--- src/rtl/traffic_pkg.sv ---
// Shared types for the intersection controller: interval state and phase index sizing.
package traffic_pkg;

    typedef enum logic [1:0] {
        GREEN   = 2'd0,
        YELLOW  = 2'd1,
        ALL_RED = 2'd2
    } phase_state_e;

    // Index width for n items, never narrower than one bit.
    function automatic int unsigned idx_w(input int unsigned n);
        return (n > 32'd1) ? 32'($clog2(n)) : 32'd1;
    endfunction

endpackage

--- src/rtl/sec_prescaler.sv ---
// Divides clk down to a one-cycle pulse every CLK_PER_SEC clocks.
module sec_prescaler
    import traffic_pkg::*;
#(
    parameter int unsigned CLK_PER_SEC = 1000
) (
    input  logic clk,
    input  logic rst_n,
    output logic tick
);

    localparam int unsigned   CW   = idx_w(CLK_PER_SEC);
    localparam logic [CW-1:0] LAST = CW'(CLK_PER_SEC - 1);

    logic [CW-1:0] cnt_q;

    assign tick = (cnt_q == LAST);

    always_ff @(posedge clk) begin
        if (!rst_n) begin
            cnt_q <= '0;
        end else if (tick) begin
            cnt_q <= '0;
        end else begin
            cnt_q <= cnt_q + CW'(1);
        end
    end

endmodule

--- src/rtl/traffic_phase_sequencer.sv ---
// N-phase signal controller: green/yellow/all-red per phase with demand latching,
// green truncation on competing demand and skipping of phases nobody is waiting on.
module traffic_phase_sequencer
    import traffic_pkg::*;
#(
    parameter int unsigned           NUM_PHASES    = 4,
    parameter int unsigned           CLK_PER_SEC   = 1000,
    parameter int unsigned           GREEN_SEC     = 120,
    parameter int unsigned           MIN_GREEN_SEC = 30,
    parameter int unsigned           YELLOW_SEC    = 4,
    parameter int unsigned           ALL_RED_SEC   = 2,
    parameter logic [NUM_PHASES-1:0] PED_MASK      = NUM_PHASES'(4'b0101),
    parameter int unsigned           TIMER_W       = 7
) (
    input  logic                              clk,
    input  logic                              rst_n,
    input  logic [NUM_PHASES-1:0]             demand,
    output logic [NUM_PHASES-1:0]             green,
    output logic [NUM_PHASES-1:0]             yellow,
    output logic [NUM_PHASES-1:0]             red,
    output logic [NUM_PHASES-1:0]             walk,
    output logic [idx_w(NUM_PHASES)-1:0]      active_phase,
    output logic [TIMER_W-1:0]                seconds_left,
    output logic                              sec_tick
);

    localparam int unsigned        PW      = idx_w(NUM_PHASES);
    localparam logic [TIMER_W-1:0] ONE_T   = TIMER_W'(1);
    localparam logic [TIMER_W-1:0] GREEN_T = TIMER_W'(GREEN_SEC);
    localparam logic [TIMER_W-1:0] MIN_T   = TIMER_W'(MIN_GREEN_SEC);
    localparam logic [TIMER_W-1:0] YEL_T   = TIMER_W'(YELLOW_SEC);
    localparam logic [TIMER_W-1:0] RED_T   = TIMER_W'(ALL_RED_SEC);

    phase_state_e            state_q, state_d;
    logic [PW-1:0]           phase_q, phase_d;
    logic [TIMER_W-1:0]      secs_q, secs_d;
    logic [NUM_PHASES-1:0]   req_q, req_d;
    logic [NUM_PHASES-1:0]   phase_oh;
    logic [PW-1:0]           nxt_phase;
    logic                    tick;

    sec_prescaler #(
        .CLK_PER_SEC (CLK_PER_SEC)
    ) u_prescaler (
        .clk   (clk),
        .rst_n (rst_n),
        .tick  (tick)
    );

    // Rotate the request vector so the scan starts just after cur, then take the
    // lowest set bit; with no requests the scan start itself is the fallback.
    function automatic logic [PW-1:0] next_phase(input logic [PW-1:0]         cur,
                                                 input logic [NUM_PHASES-1:0] req);
        logic [2*NUM_PHASES-1:0] dbl;
        logic [NUM_PHASES-1:0]   rot;
        int unsigned             base;
        int unsigned             cand;
        int unsigned             idx;
        logic                    found;
        base  = 32'(cur) + 32'd1;
        dbl   = {req, req} >> base;
        rot   = dbl[NUM_PHASES-1:0];
        idx   = base;
        cand  = base;
        found = 1'b0;
        for (int unsigned i = 0; i < NUM_PHASES; i++) begin
            if (!found && rot[0]) begin
                idx   = cand;
                found = 1'b1;
            end
            rot  = rot >> 1;
            cand = cand + 32'd1;
        end
        if (idx >= NUM_PHASES) begin
            idx = idx - NUM_PHASES;
        end
        return PW'(idx);
    endfunction

    assign phase_oh     = NUM_PHASES'(1) << phase_q;
    assign nxt_phase    = next_phase(phase_q, req_q);
    assign green        = (state_q == GREEN)  ? phase_oh : '0;
    assign yellow       = (state_q == YELLOW) ? phase_oh : '0;
    assign red          = ~(green | yellow);
    assign walk         = (secs_q > YEL_T) ? (green & PED_MASK) : '0;
    assign active_phase = phase_q;
    assign seconds_left = secs_q;
    assign sec_tick     = tick;

    always_ff @(posedge clk) begin
        if (!rst_n) begin
            state_q <= GREEN;
            phase_q <= '0;
            secs_q  <= GREEN_T;
            req_q   <= '0;
        end else begin
            state_q <= state_d;
            phase_q <= phase_d;
            secs_q  <= secs_d;
            req_q   <= req_d;
        end
    end

    // Interval timing, phase advance and demand latch update.
    always_comb begin
        state_d = state_q;
        phase_d = phase_q;
        secs_d  = secs_q;
        req_d   = req_q | (demand & ~green);
        if (tick) begin
            if ((state_q == GREEN) && (|(req_q & ~phase_oh)) && (secs_q > MIN_T)) begin
                secs_d = MIN_T;
            end else if (secs_q > ONE_T) begin
                secs_d = secs_q - ONE_T;
            end else begin
                unique case (state_q)
                    GREEN: begin
                        state_d = YELLOW;
                        secs_d  = YEL_T;
                    end
                    YELLOW: begin
                        state_d = ALL_RED;
                        secs_d  = RED_T;
                    end
                    ALL_RED: begin
                        state_d = GREEN;
                        phase_d = nxt_phase;
                        secs_d  = GREEN_T;
                        req_d   = req_d & ~(NUM_PHASES'(1) << nxt_phase);
                    end
                    default: begin
                        state_d = GREEN;
                        secs_d  = GREEN_T;
                    end
                endcase
            end
        end
    end

endmodule
--- config.mk ---
export PLATFORM = sky130hd
export DESIGN_NAME = traffic_phase_sequencer
export DESIGN_NICKNAME = d
export VERILOG_FILES = /design/src/rtl/traffic_pkg.sv /design/src/rtl/sec_prescaler.sv /design/src/rtl/traffic_phase_sequencer.sv
export SDC_FILE = /design/constraint.sdc
export NUM_CORES = 1
export LEC_CHECK = 0
export CORE_UTILIZATION = 35
export CTS_BUF_LIST = sky130_fd_sc_hd__clkbuf_2 sky130_fd_sc_hd__clkbuf_4 sky130_fd_sc_hd__clkbuf_8
export DETAILED_ROUTE_END_ITERATION = 16
export HOLD_SLACK_MARGIN = 0.1
export PLACE_DENSITY = 0.59
export SLEW_MARGIN = 30
export SYNTH_ARGS = -nofsm -noshare
export SYNTH_HDL_FRONTEND = slang
export SYNTH_SLANG_ARGS = --single-unit
--- constraint.sdc ---
create_clock -name clk -period 2.19 [get_ports clk]
set_clock_uncertainty 0.05 [all_clocks]
set_input_delay 0.3285 -clock clk [delete_from_list [all_inputs] [get_ports clk]]
set_output_delay 0.3285 -clock clk [all_outputs]
set_load 0.02 [all_outputs]
run_1/flops_by_reg.png
Bar = 20 um. Other sequential cells in the stronger grey, the rest of the logic in the fainter grey.
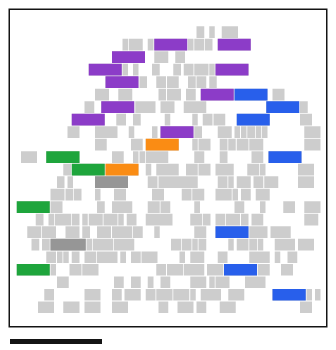
| netlist name | colour | flops |
|---|---|---|
| req_q | green | 4 |
| seconds_left | blue | 7 |
| u_prescaler.cnt_q | purple | 10 |
| state_q | orange | 2 |
not coloured: 2
area taken by flip-flops and latches: 502 um^2
utilization after layout: 49.6%
sequential-cell power consumption: 0.472 mW
proportion of cell area occupied by registers: 24.4%

run_1/logic_types.png
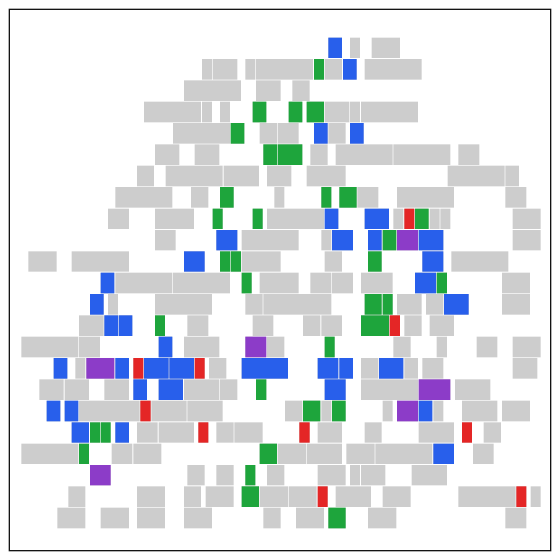
| family | colour | cells | most used |
|---|---|---|---|
| nand cells | green | 34 | nand2_1 |
| non-inverting ao/oa cells | purple | 6 | a21o_1 |
| inv cells | red | 10 | inv_1 |
| aoi and oai cells | blue | 36 | a21oi_1 |
multi-input logic portion of the cell area: 49.1%
filler-free cell count of the finished design: 284

==> flow_summary.json, run 1 <==
{
  "dominant_cells": "logic gates",
  "lay_top_cells": "sky130_fd_sc_hd__dfxtp_1, sky130_fd_sc_hd__clkdlybuf4s50_1, sky130_fd_sc_hd__nor2_1, sky130_fd_sc_hd__nand2_1, sky130_fd_sc_hd__buf_4",
  "post-cts-setup-buffer-count": 0,
  "yosysWarningCount": 0,
  "postSynth.topFlopCell": "sky130_fd_sc_hd__dfxtp_1",
  "place.detailed.instances": 280,
  "routed-via-count": 1461,
  "cts_resized": 5,
  "yosys.stat.chipArea_mm2": 0.00156,
  "final-comb-area_mm2": 0.00101,
  "drt-wirelength-per-cell_um": 13.3,
  "comb_cells": 152,
  "yosys.area.top_type_share_pct": 32.1,
  "cap_violations": 0,
  "endpoint": "yellow[2]",
  "drt.antenna.violating_nets": 0,
  "number_of_warnings_in_the_stage_logs": 32,
  "p_leak_nw": 0.853,
  "worst_r2r_startpoint": "u_prescaler.cnt_q[0]$_SDFF_PP0_",
  "core_region_area_mm2": 0.00414,
  "run_status": "finished, final reports clean",
  "chip_area_mm2": 0.00473,
  "detailedPlacementHpwl_mm": 2.93,
  "met1_grt_util_pct": 24.1,
  "largest_fanout_of_any_net_on_the_critical_path": 4,
  "seq_area_frac_synth_pct": 32.1,
  "synth.area.top_cells": "sky130_fd_sc_hd__dfxtp_1, sky130_fd_sc_hd__ha_1, sky130_fd_sc_hd__nor2_1, sky130_fd_sc_hd__xor2_1, sky130_fd_sc_hd__a21oi_1",
  "totalWireLength_mm": 3.79,
  "critical_path_required_ns": 1.81,
  "postSynth.asyncResetShare_pct": 0,
  "floorplan.rows": 23,
  "fmaxAchievable_mhz": 472,
  "setup-violations-final": 0,
  "worstHoldStart": "u_prescaler.cnt_q[0]$_SDFF_PP0_",
  "detail_route.first_pass.iterations": 4,
  "clk_transition_reported_paths_ns": 0.08,
  "insertion_delay_ns": 0.27,
  "maximum_number_of_pins_on_one_net_before_global_route_repair": 14,
  "h-tree-depth": 1,
  "synth_simple_gate_area_share_pct": 32.3,
  "n_clock_buffer": 4,
  "worstRegToRegCells": 7,
  "sequential_cell_total": 25,
  "non_clock_buffer_area_share_pct": 19.3,
  "fillers": 420,
  "post_synth_main_logic_family": "simple AND/OR/NAND/NOR gates",
  "timing.hold.worst_endpoint": "u_prescaler.cnt_q[0]$_SDFF_PP0_",
  "cts.sink_count": 25,
  "setup.worst_path.class": "register to output port",
  "place_worst_setup_slack_ns": 0.139,
  "syn_to_final_growth_pct": 31.9,
  "busiest_layer": "met2",
  "post-route-cell-area_mm2": 0.00206,
  "ys_types": 45,
  "grt_pass1_wl_mm": 6.29,
  "detail_route.wirelength.met1_mm": 1.96,
  "adders_majority_by_area_pct": 7.22,
  "maxSlewHeadroom_pct": 66.1,
  "antenna_found_initial": 0,
  "die-height_um": 68.7,
  "power.density_mw_per_mm2": 399,
  "finalPower_mw": 0.820,
  "edf_count": 0,
  "postSynthCellCount": 192,
  "worst_slack_ns": 0.0709,
  "drive_above_1_share_pct": 13.2,
  "dieWidth_um": 68.7,
  "cp-start-kind": "register",
  "maxUsedRoutingLayer": "met4",
  "setup.worst_path.end_class": "output port",
  "taps": 50,
  "viasPerCell": 5.14,
  "tightest_slew_ns": 0.506,
  "min_period_over_period_pct": 96.8,
  "irDropWorstVdd_v": 0.000293
}
run_1/sizes.png
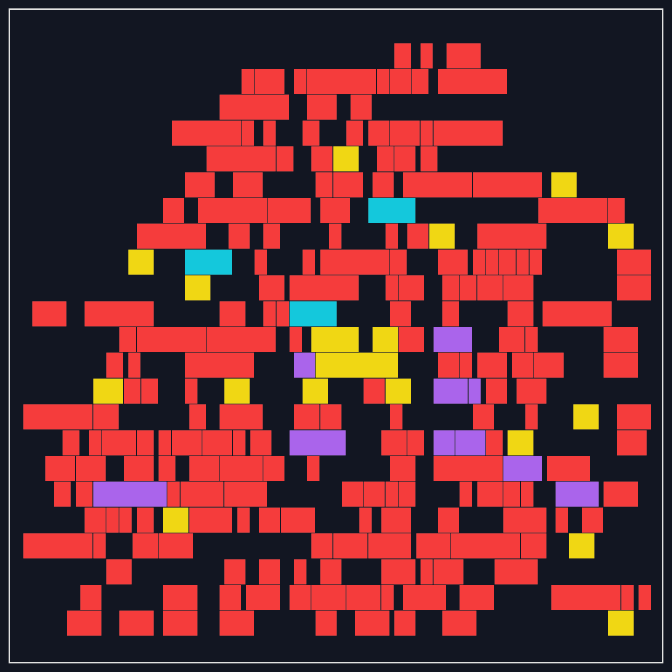
| size | colour | cells | share |
|---|---|---|---|
| _3 and _4 cells | yellow | 18 | 7.7% |
| _2 cells | purple | 10 | 4.3% |
| _6 and larger | cyan | 3 | 1.3% |
| _0 and _1 cells | red | 203 | 87% |

run_1/congestion.png
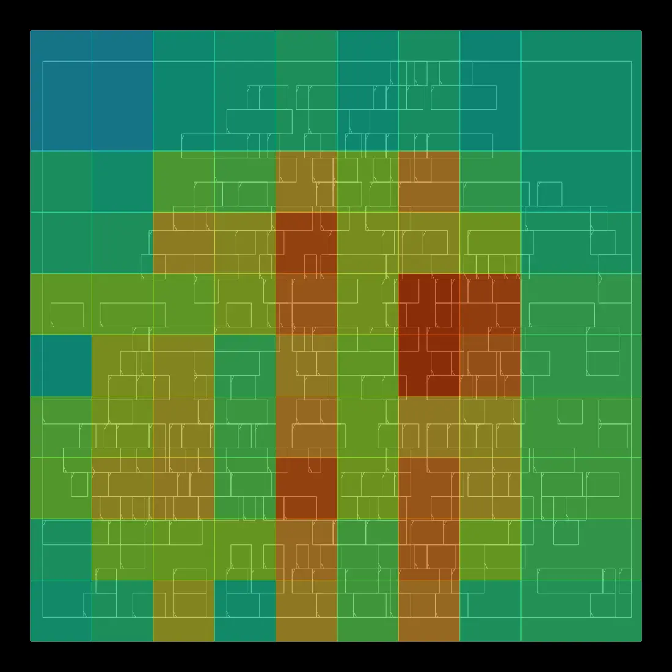
met2 usage in global routing: 29.2%
overall global routing resource usage: 17.7%

## run 1: critical path, stage by stage, from the launching register on
cell	delay (ns)
sky130_fd_sc_hd__dfxtp_1	0.35
sky130_fd_sc_hd__inv_1	0.13
sky130_fd_sc_hd__ha_1	0.25
sky130_fd_sc_hd__and2_1	0.15
sky130_fd_sc_hd__clkdlybuf4s50_1	0.60
## run 1: registers in the layout, summed over array words and instances, names as in the netlist
name               count
active_phase           2
req_q                  4
seconds_left           7
state_q                2
u_prescaler.cnt_q     10
## run 1: power breakdown
| group | leakage (nW) | internal, mW | total (mW) | switching [mW] |
|---|---|---|---|---|
| combinational | 0.624 | 0.0301 | 0.0624 | 0.0322 |
| clock | 0.0262 | 0.142 | 0.286 | 0.143 |
| sequential | 0.204 | 0.463 | 0.472 | 0.00966 |
==> run 2: changes to the inputs <==
--- a/config.mk
+++ b/config.mk
@@ -5,11 +5,11 @@
 export SDC_FILE = /design/constraint.sdc
 export NUM_CORES = 1
 export LEC_CHECK = 0
-export CORE_UTILIZATION = 35
+export CORE_UTILIZATION = 45
 export CTS_BUF_LIST = sky130_fd_sc_hd__clkbuf_2 sky130_fd_sc_hd__clkbuf_4 sky130_fd_sc_hd__clkbuf_8
 export DETAILED_ROUTE_END_ITERATION = 16
 export HOLD_SLACK_MARGIN = 0.1
-export PLACE_DENSITY = 0.59
+export PLACE_DENSITY = 0.73
 export SLEW_MARGIN = 30
 export SYNTH_ARGS = -nofsm -noshare
 export SYNTH_HDL_FRONTEND = slang
==> flow_summary.json, run 2 <==
{
  "run_status": "finished with violations",
  "failed_checks": "setup timing",
  "final-comb-area_mm2": 0.00100,
  "postSynth.asyncResetShare_pct": 0,
  "min_period_over_period_pct": 100,
  "post-cts-setup-buffer-count": 0,
  "antenna_found_initial": 0,
  "setup-violations-final": 1,
  "n_clock_buffer": 3,
  "detail_route.wirelength.met1_mm": 1.73,
  "setup.worst_path.class": "register to output port",
  "finalNonFillerCells": 278,
  "clk_transition_reported_paths_ns": 0.14,
  "p_leak_nw": 0.845,
  "drt.antenna.violating_nets": 0,
  "area.share.sequential_pct": 25.2,
  "synth.area.top_cells": "sky130_fd_sc_hd__dfxtp_1, sky130_fd_sc_hd__ha_1, sky130_fd_sc_hd__nor2_1, sky130_fd_sc_hd__xor2_1, sky130_fd_sc_hd__a21oi_1",
  "worstPathArrival_ns": 1.81,
  "tightest_slew_ns": 0.558,
  "timing.critical_path.max_delay_family": "buffers and inverters",
  "crit_slowest_cell": "sky130_fd_sc_hd__clkdlybuf4s50_1",
  "post-route-cell-area_mm2": 0.00200,
  "maxUsedRoutingLayer": "met4",
  "worst_slack_ns": -0.00249,
  "cap_violations": 0,
  "synth_simple_gate_area_share_pct": 32.3,
  "ys_sh_xor_pct": 4.49,
  "dominant_cells": "logic gates",
  "chip_area_mm2": 0.00370,
  "finalPower_mw": 0.747,
  "regArea_um2": 505,
  "crit_path_max_incr_delay_ns": 0.60,
  "syn_to_final_growth_pct": 28.6,
  "cts_resized": 11,
  "registers.top_by_ff_count": "u_prescaler.cnt_q",
  "floorplan.rows": 21,
  "insertion_delay_ns": 0.32,
  "place_worst_setup_slack_ns": 0.106,
  "number_of_warnings_in_the_stage_logs": 34,
  "num-nonclk-inverters": 10,
  "setup_repair_after_global_routing_missed_its_margin": "true",
  "sequential_cell_total": 25,
  "timing.critical_path.cells": "nor2_1 -> and2_1 -> clkdlybuf4s50_1",
  "adders_majority_by_area_pct": 7.22,
  "yosys.area.top_type_share_pct": 32.1,
  "ys_types": 45,
  "yosys.stat.chipArea_mm2": 0.00156,
  "tritoncts": "built",
  "fillers": 327,
  "largest_fanout_of_any_net_on_the_critical_path": 7,
  "taps": 46,
  "irDropWorstVdd_v": 0.000268,
  "worstHoldStart": "u_prescaler.cnt_q[0]$_SDFF_PP0_",
  "non_clock_buffer_area_share_pct": 18.5,
  "critical_path_required_ns": 1.81,
  "viasPerCell": 5.15,
  "comb_cells": 152,
  "post-route-util_pct": 60.1,
  "busiest_layer": "met2",
  "maximum_number_of_pins_on_one_net_before_global_route_repair": 16,
  "core_region_area_mm2": 0.00334,
  "edf_count": 0,
  "met2WireLength_mm": 1.63,
  "gp_routability_congestion": 0.936,
  "detailedPlacementHpwl_mm": 2.76,
  "cp-start-kind": "register",
  "setup.worst_path.end_class": "output port",
  "die-height_um": 60.9,
  "maxSlewHeadroom_pct": 62.6,
  "seq_area_frac_synth_pct": 32.1,
  "sh_comb_area_pct": 50.0,
  "worst_r2r_startpoint": "u_prescaler.cnt_q[0]$_SDFF_PP0_",
  "dieWidth_um": 60.9,
  "h-tree-depth": 1,
  "yosysWarningCount": 0,
  "postSynthCellCount": 192,
  "fmaxAchievable_mhz": 456,
  "drive_above_1_share_pct": 12.9,
  "place.detailed.instances": 274,
  "maxSlewViolCount": 0,
  "detail_route.first_pass.iterations": 4,
  "cts.sink_count": 25,
  "grt_pass1_wl_mm": 5.97,
  "lay_top_cells": "sky130_fd_sc_hd__dfxtp_1, sky130_fd_sc_hd__clkdlybuf4s50_1, sky130_fd_sc_hd__nor2_1, sky130_fd_sc_hd__nand2_1",
  "critical_path.n_buffers_inverters": 1,
  "postSynth.topFlopCell": "sky130_fd_sc_hd__dfxtp_1",
  "largest_reg_flops": 10,
  "post_synth_main_logic_family": "simple AND/OR/NAND/NOR gates",
  "power.density_mw_per_mm2": 372,
  "num_antenna_cells": 0
}
## run 2: cell counts after synthesis
Identical to the previous run, type by type.
## run 2: where the power goes
group / internal [mW] / switching, mW
Sequential: 0.462 / 0.00917
Clock: 0.0697 / 0.143
Combinational: 0.0301 / 0.0320
Total: 0.562 / 0.185
## run 2: final timing paths
kind                                      to  slack, ns  depth (start not counted)
max                                 green[3]     -0.002                          3
min          u_prescaler.cnt_q[0]$_SDFF_PP0_       0.44                          1
max reg2reg              req_q[0]$_SDFF_PN0_       0.20                          7
min reg2reg  u_prescaler.cnt_q[0]$_SDFF_PP0_       0.44                          1
## run 2: stage by stage
step                      hold WS (ns)  setup TNS [ns]
final                            0.438        -0.00249
after global placement           0.396               0
after global routing             0.462          -0.286
after detailed placement         0.407               0
after floorplan                  0.380               0
after CTS                        0.439        -0.00859
run_2/congestion.png
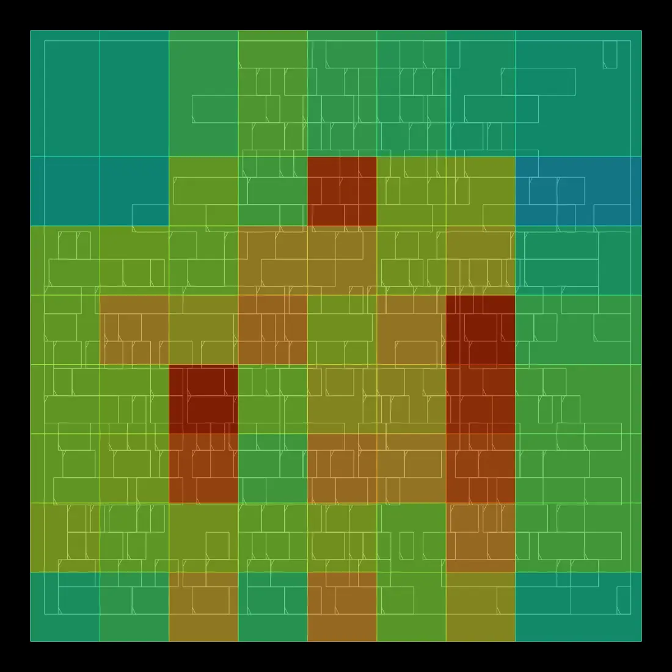
met2 usage in global routing: 36.4%
met3 usage in global routing: 3.20%
overall global routing resource usage: 21.2%
met1 GRT Util: 27.9%

run_2/wires.png
Only two layers are drawn.
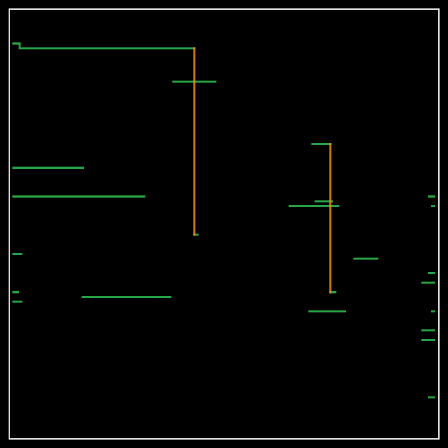
| layer | colour | wire length |
|---|---|---|
| metal 4 | orange | 47.6 um |
| metal 3 | green | 105 um |
mean routed wirelength per cell: 12.6 um
Routed WL: 3.51 mm
vias post-DR: 1431

No activity file was given, so power comes from the tool's default toggle rates.
